### src/rtl/vga_timing_gen_if.sv
// Raster timing bundle between the timing generator and its consumers.
// The generator drives everything except the run enable.
interface vga_timing_gen_if;
    logic       en;
    logic [9:0] h_cnt;
    logic [9:0] v_cnt;
    logic       pix_tick;
    logic       hsync;
    logic       vsync;
    logic       valid;
    logic       frame_start;

    modport master (
        input  en,
        output h_cnt, v_cnt, pix_tick, hsync, vsync, valid, frame_start
    );

    modport slave (
        output en,
        input  h_cnt, v_cnt, pix_tick, hsync, vsync, valid, frame_start
    );
endinterface

### src/rtl/vga_timing_gen.sv
// VGA raster timing generator.
// A clock divider produces a one-clock pixel strobe. The column and line counters
// advance on that strobe and run through the blanking region, so h_cnt/v_cnt go past
// the visible size and downstream logic can blank on them.
// hsync/vsync/valid are decoded from the live counters. They are then pushed through
// a short shift register so that they line up with the address register and BRAM read
// that sit downstream of h_cnt/v_cnt.
module vga_timing_gen #(
    parameter int CLK_DIV    = 4,
    parameter int H_DISP     = 640,
    parameter int H_FP       = 16,
    parameter int H_SYNC     = 96,
    parameter int H_BP       = 48,
    parameter int V_DISP     = 480,
    parameter int V_FP       = 10,
    parameter int V_SYNC     = 2,
    parameter int V_BP       = 33,
    parameter bit SYNC_POL   = 1'b0,
    parameter int SYNC_DELAY = 2
) (
    input  logic          clk,
    input  logic          rst,
    vga_timing_gen_if.master vga
);

    localparam int H_TOTAL = H_DISP + H_FP + H_SYNC + H_BP;
    localparam int V_TOTAL = V_DISP + V_FP + V_SYNC + V_BP;
    localparam int DIV_W   = (CLK_DIV > 1) ? $clog2(CLK_DIV) : 1;

    localparam logic [DIV_W-1:0] DIV_LAST = DIV_W'(CLK_DIV - 1);

    // Compares are done one bit wider than the counters, so a total of up to
    // 1023 cannot wrap inside the sync window bounds.
    localparam logic [10:0] H_LAST   = 11'(H_TOTAL - 1);
    localparam logic [10:0] V_LAST   = 11'(V_TOTAL - 1);
    localparam logic [10:0] H_VIS    = 11'(H_DISP);
    localparam logic [10:0] V_VIS    = 11'(V_DISP);
    localparam logic [10:0] HS_START = 11'(H_DISP + H_FP);
    localparam logic [10:0] HS_END   = 11'(H_DISP + H_FP + H_SYNC);
    localparam logic [10:0] VS_START = 11'(V_DISP + V_FP);
    localparam logic [10:0] VS_END   = 11'(V_DISP + V_FP + V_SYNC);

    // {hsync, vsync, valid} with both syncs deasserted and the pixel blanked
    localparam logic [2:0] SYNC_IDLE = {~SYNC_POL, ~SYNC_POL, 1'b0};

    logic [DIV_W-1:0] div_cnt_q, div_cnt_d;
    logic [9:0]       h_cnt_q, h_cnt_d;
    logic [9:0]       v_cnt_q, v_cnt_d;
    logic             frame_start_q, frame_start_d;

    logic             pix_tick;
    logic [10:0]      h_ext;
    logic [10:0]      v_ext;
    logic             h_wrap;
    logic             v_wrap;
    logic             hs_act;
    logic             vs_act;
    logic             hsync_raw;
    logic             vsync_raw;
    logic             valid_raw;
    logic [2:0]       sync_raw;
    logic [2:0]       sync_out;

    assign h_ext = {1'b0, h_cnt_q};
    assign v_ext = {1'b0, v_cnt_q};

    // Pixel strobe: last divider phase while running; with CLK_DIV=1 it follows en.
    always_comb begin
        pix_tick = vga.en && (div_cnt_q == DIV_LAST);
    end

    // Wrap detection on the live counters
    always_comb begin
        h_wrap = (h_ext == H_LAST);
        v_wrap = (v_ext == V_LAST);
    end

    // Next-state for divider, raster counters and the frame-start pulse
    always_comb begin
        div_cnt_d     = div_cnt_q;
        h_cnt_d       = h_cnt_q;
        v_cnt_d       = v_cnt_q;
        frame_start_d = 1'b0;

        if (vga.en) begin
            if (pix_tick) begin
                div_cnt_d = '0;
            end else begin
                div_cnt_d = div_cnt_q + 1'b1;
            end
        end

        if (pix_tick) begin
            if (h_wrap) begin
                h_cnt_d = '0;
                if (v_wrap) begin
                    v_cnt_d       = '0;
                    frame_start_d = 1'b1;
                end else begin
                    v_cnt_d = v_cnt_q + 1'b1;
                end
            end else begin
                h_cnt_d = h_cnt_q + 1'b1;
            end
        end
    end

    // Counter registers; reset returns the raster to the top-left corner
    always_ff @(posedge clk) begin
        if (!rst) begin
            div_cnt_q     <= '0;
            h_cnt_q       <= '0;
            v_cnt_q       <= '0;
            frame_start_q <= 1'b0;
        end else begin
            div_cnt_q     <= div_cnt_d;
            h_cnt_q       <= h_cnt_d;
            v_cnt_q       <= v_cnt_d;
            frame_start_q <= frame_start_d;
        end
    end

    // Undelayed sync/valid decode from the live counters
    always_comb begin
        hs_act    = (h_ext >= HS_START) && (h_ext < HS_END);
        vs_act    = (v_ext >= VS_START) && (v_ext < VS_END);
        valid_raw = (h_ext < H_VIS) && (v_ext < V_VIS);
        hsync_raw = hs_act ? SYNC_POL : ~SYNC_POL;
        vsync_raw = vs_act ? SYNC_POL : ~SYNC_POL;
        sync_raw  = {hsync_raw, vsync_raw, valid_raw};
    end

    generate
        if (SYNC_DELAY == 0) begin : g_no_delay
            assign sync_out = sync_raw;
        end else begin : g_delay
            logic [2:0] sync_sr_q [SYNC_DELAY];
            logic [2:0] sync_sr_d [SYNC_DELAY];

            // Shift path; runs every clock, independent of en, so a stalled
            // raster still settles to the decode of the held counters.
            always_comb begin
                sync_sr_d[0] = sync_raw;
                for (int i = 1; i < SYNC_DELAY; i++) begin
                    sync_sr_d[i] = sync_sr_q[i-1];
                end
            end

            // Delay stages; reset flushes them to inactive sync and blanked pixel
            always_ff @(posedge clk) begin
                if (!rst) begin
                    for (int i = 0; i < SYNC_DELAY; i++) begin
                        sync_sr_q[i] <= SYNC_IDLE;
                    end
                end else begin
                    for (int i = 0; i < SYNC_DELAY; i++) begin
                        sync_sr_q[i] <= sync_sr_d[i];
                    end
                end
            end

            assign sync_out = sync_sr_q[SYNC_DELAY-1];
        end
    endgenerate

    assign vga.h_cnt       = h_cnt_q;
    assign vga.v_cnt       = v_cnt_q;
    assign vga.pix_tick    = pix_tick;
    assign vga.frame_start = frame_start_q;
    assign vga.hsync       = sync_out[2];
    assign vga.vsync       = sync_out[1];
    assign vga.valid       = sync_out[0];

endmodule
### src/flat_wrapper.sv
// flat-port wrapper written by rule: the top's interface ports become plain ports
module vga_timing_gen_flat 
#(
    parameter int CLK_DIV    = 4,
    parameter int H_DISP     = 640,
    parameter int H_FP       = 16,
    parameter int H_SYNC     = 96,
    parameter int H_BP       = 48,
    parameter int V_DISP     = 480,
    parameter int V_FP       = 10,
    parameter int V_SYNC     = 2,
    parameter int V_BP       = 33,
    parameter bit SYNC_POL   = 1'b0,
    parameter int SYNC_DELAY = 2
)
  (clk, rst, vga_en, vga_h_cnt, vga_v_cnt, vga_pix_tick, vga_hsync, vga_vsync, vga_valid, vga_frame_start);
  vga_timing_gen_if vga_i ();
  input  logic clk;
  input  logic rst;
  input wire logic [$bits(vga_i.en)-1:0] vga_en;
  output wire logic [$bits(vga_i.h_cnt)-1:0] vga_h_cnt;
  output wire logic [$bits(vga_i.v_cnt)-1:0] vga_v_cnt;
  output wire logic [$bits(vga_i.pix_tick)-1:0] vga_pix_tick;
  output wire logic [$bits(vga_i.hsync)-1:0] vga_hsync;
  output wire logic [$bits(vga_i.vsync)-1:0] vga_vsync;
  output wire logic [$bits(vga_i.valid)-1:0] vga_valid;
  output wire logic [$bits(vga_i.frame_start)-1:0] vga_frame_start;
  assign vga_i.en = vga_en;
  assign vga_h_cnt = vga_i.h_cnt;
  assign vga_v_cnt = vga_i.v_cnt;
  assign vga_pix_tick = vga_i.pix_tick;
  assign vga_hsync = vga_i.hsync;
  assign vga_vsync = vga_i.vsync;
  assign vga_valid = vga_i.valid;
  assign vga_frame_start = vga_i.frame_start;
  vga_timing_gen #(.CLK_DIV(CLK_DIV), .H_DISP(H_DISP), .H_FP(H_FP), .H_SYNC(H_SYNC), .H_BP(H_BP), .V_DISP(V_DISP), .V_FP(V_FP), .V_SYNC(V_SYNC), .V_BP(V_BP), .SYNC_POL(SYNC_POL), .SYNC_DELAY(SYNC_DELAY)) u_core (.clk(clk), .rst(rst), .vga(vga_i));
endmodule
### config.mk
export PLATFORM = sky130hd
export DESIGN_NAME = vga_timing_gen_flat
export DESIGN_NICKNAME = d
export VERILOG_FILES = /design/src/rtl/vga_timing_gen_if.sv /design/src/rtl/vga_timing_gen.sv /design/src/flat_wrapper.sv
export SDC_FILE = /design/constraint.sdc
export NUM_CORES = 1
export LEC_CHECK = 0
export CAP_MARGIN = 10
export CORE_AREA = 2 2 68 86
export CTS_CLUSTER_DIAMETER = 80
export CTS_CLUSTER_SIZE = 10
export DETAILED_ROUTE_END_ITERATION = 16
export DIE_AREA = 0 0 70 88
export PLACE_DENSITY = 0.49
export RECOVER_POWER = 25
export SETUP_SLACK_MARGIN = 0.05
export SKIP_CTS_REPAIR_TIMING = 1
export SYNTH_ARGS = -nofsm -noshare
export SYNTH_HDL_FRONTEND = slang
export SYNTH_SLANG_ARGS = --single-unit
### constraint.sdc
create_clock -name clk -period 4.74 [get_ports clk]
set_input_delay 0.474 -clock clk [delete_from_list [all_inputs] [get_ports clk]]
set_output_delay 0.474 -clock clk [all_outputs]
set_load 0.005 [all_outputs]
### Supply network

The bar under the picture is 20 um long. Pins as bars on the die edge.
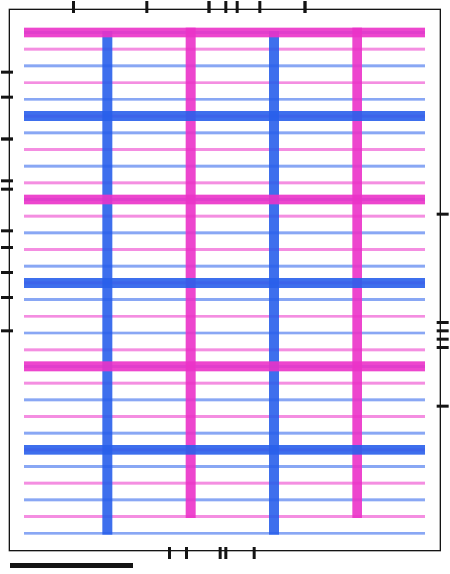
| color | net |
|---|---|
| blue | VSS |
| magenta | VDD |
signal pins: 28
met4 straps: 4
met5 straps: 6
die width: 70 um
VDD IR-drop max: 141 uV

==> reports/qor.yml <==
grt:
  grt_pass1_vias: 1048
  grt_max_degree: 21
  grt_pass1_wl_mm: 4.91
  antenna_found_initial: 0
  overflow: 0
synth:
  yosysUniqueCellTypes: 32
  top_cells_by_area: "dfxtp_1 44%, ha_1 5.6%, xnor2_1 5.3%"
  ys_chip_area_sq_um: 1330
  synth_async_sr_flop_share_pct: 0
  edf_count: 0
  ys_seq_share_pct: 43.6
  yosys.area.top_type: "dfxtp_1"
  common_cells: "29 x dfxtp_1, 15 x nand2_1, 14 x nor2_1"
  top_cell: "dfxtp_1"
  yosys_warnings: 0
  netlist_instances: 156
  syn_avg_cell_area_sq_um: 8.53
  netlist_area_sq_um: 1330
  yosysTopAreaCellShare_pct: 43.6
  fp_nets: 165
  ys_cells: 156
  ys_ff: 29
detailed_routing:
  drc: 0
  viasPerCell: 4.64
  vias: 1170
  totalWireLength_mm: 3.06
  final_antenna_net_count: 0
  drt-initial-drc-count: 24
  firstDrtPassIters: 4
die:
  core_area_sq_um: 5330
  num_io_pins: 28
  rows: 30
  dieArea_sq_um: 6160
  fp_util_pct: 25.0
run:
  warning_count: 30
  maxCapViolations: 0
setup_path:
  cpPeakStageDelay_ns: 0.75
  slowest_stage: "or4_4"
  cp.arrival_ns: 2.87
  critPathKind: "input pin to register"
  cp-end-kind: "register"
  worst-path-max-fanout: 20
  critPathLaunchType: "input pin"
  path_cells: "dlygate4sd3_1 -> nand3_1 -> or4_4 -> o21ai_1 -> a21oi_1"
  rr_worst_depth: 5
pwr:
  pwr-share-seq_pct: 50.6
  power_switching_mw: 0.106
  power.density_nw_per_um2: 279
  p_clk_share_pct: 46.8
  p_int_mw: 0.382
  swShare_pct: 21.8
  p_comb_share_pct: 2.5
cts:
  clkSinkCount: 29
  clk_path_buf_depth: 2
  cts-root-buf: "clkbuf_8"
  insertion_delay_ns: 0.28
  cts_buffers: 5
  cts_max_level: 2
placement:
  hpwl_mm: 2.21
  routabilityCongestion: 0.734
  port_buffers: 27
run_status:
  outcome: "completed"
sta:
  final.period_utilization_pct: 57.8
  fmax_mhz: 365
  hold_ws_ns: 0.407
  finalCriticalPeriod_ns: 2.74
  rsz0062_at_grt: "false"
  worst_slew_pin_slew_ns: 0.703
  fin_tns_setup_ns: 0
  setup_viol: 0
  final_hold_viol_count: 0
  slew_headroom_pct: 52.8
  fin_skew_ns: 0.00612
finish:
  fillers: 578
  flop_area_sq_um: 581
  drive_gt1_share_pct: 4.79
  fin_nets: 196
  diodes: 0
  comb_area_sq_um: 681
  syn2layout_area_growth_pct: 31.5
min_path:
  hold_path_class: "register to register"
  holdPathStages: 1
### Cells colored by class

The bar under the picture is 20 um long.
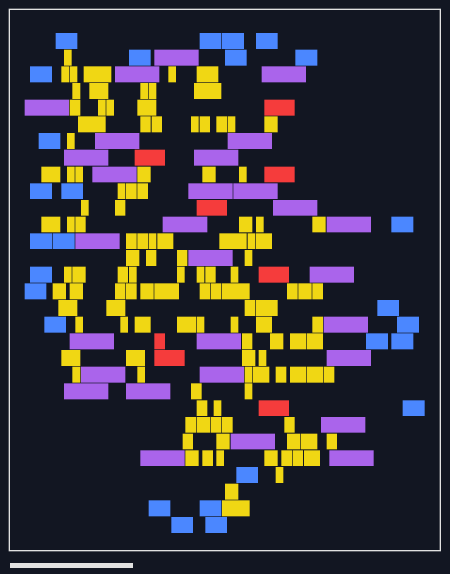
| color | class | cells |
|---|---|---|
| blue | other buffers and delay cells | 27 |
| red | clock drivers and dummy loads | 8 |
| yellow | all other logic | 124 |
| purple | flip-flops | 29 |

## state kept, by name, indices dropped and copies added, names as in the netlist
register / flops
u_core.g_delay.sync_sr_q: 6
u_core.vga.frame_start: 1
u_core.vga.v_cnt: 10
u_core.vga.h_cnt: 10
u_core.div_cnt_q: 2
## cells by family (layout without fill, tap and decap cells)
logic type | after synthesis | count (layout) | share of synthesized area (%)
fa+ha+maj | 6 | 6 | 5.64
buf+inv | 13 | 45 | 4.32
xor+xnor | 9 | 9 | 5.92
simple gates | 74 | 74 | 30.2
flops | 29 | 29 | 43.6
mux | 1 | 1 | 0.752
compound gates | 24 | 24 | 9.59
## layout make-up
cell class              instances  area share [%]
inverters                      10            2.14
well taps                      64            4.57
multi-input cells             114            38.9
clock inverters                 1           0.286
repair buffers                 27            15.4
flip-flops and latches         29            33.2
clock buffers                   7            5.50
## power groups by stage
stage                     clock (mW)  combinational, mW  sequential (mW)
final                          0.229             0.0124            0.247
after global routing           0.247             0.0143            0.247
after CTS                      0.235             0.0137            0.247
after detailed placement           0             0.0138            0.253
after global placement             0             0.0135            0.253
after floorplan                    0            0.00686            0.252
## stage by stage
stage / std cells / utilization (%) / instance area [sq um] / total power, mW / worst slack [ns]
floorplan: 156 / - / 1330 / 0.259 / 2.67
global placement: 244 / 31.2 / 1660 / 0.266 / 1.98
detailed placement: 244 / 31.2 / 1660 / 0.266 / 1.92
CTS: 252 / 33.1 / 1760 / 0.496 / 2.23
global route: 252 / 32.8 / 1750 / 0.509 / 1.84
finish: 252 / 32.8 / 1750 / 0.488 / 2.00
## cells in the final DEF (no fill, tap or decap)
cell,instances
o21ai_1,1
ha_1,6
dlygate4sd3_1,6
nor3b_1,1
clkdlybuf4s50_1,21
nor4_1,3
nand3b_1,1
or4_4,1
or2_1,1
o31ai_1,3
nand4_1,3
clkbuf_8,7
nor2_1,14
nand2b_1,2
or4_1,6
xor2_1,1
nor2b_1,1
or3_1,6
nor3_1,5
nand3_1,11
inv_1,9
clkinv_2,1
nor4bb_1,1
and2_1,1
clkinv_1,1
nand2_1,15
xnor2_1,8
dfxtp_1,29
a21oi_1,12
and3_1,1
mux2i_1,1
o21ai_0,8
and2_0,1
## routing by layer
metal,GRT usage (%),share of wire (%)
met5,0,0
met4,4.72,1.8
met3,3.57,5.1
met2,17.3,48
met1,11.9,45
## critical path: cells and delay by family
kind                   cells  cell delay [ns]
AOI/OAI and AO/OA          2             0.70
buffers and inverters      1             0.64
and+or+nand+nor            2             1.06
## worst paths after layout
check | startpoint | endpoint | slack [ns]
worst max-delay path | vga_en | u_core.vga.v_cnt[3] | 2.00
worst min-delay path | u_core.g_delay.sync_sr_q[0][1] | u_core.g_delay.sync_sr_q[0][4] | 0.41
worst max register to register | u_core.div_cnt_q[0] | u_core.vga.v_cnt[3] | 2.26
worst min register to register | u_core.g_delay.sync_sr_q[0][1] | u_core.g_delay.sync_sr_q[0][4] | 0.41
No activity file was given, so power comes from the tool's default toggle rates.
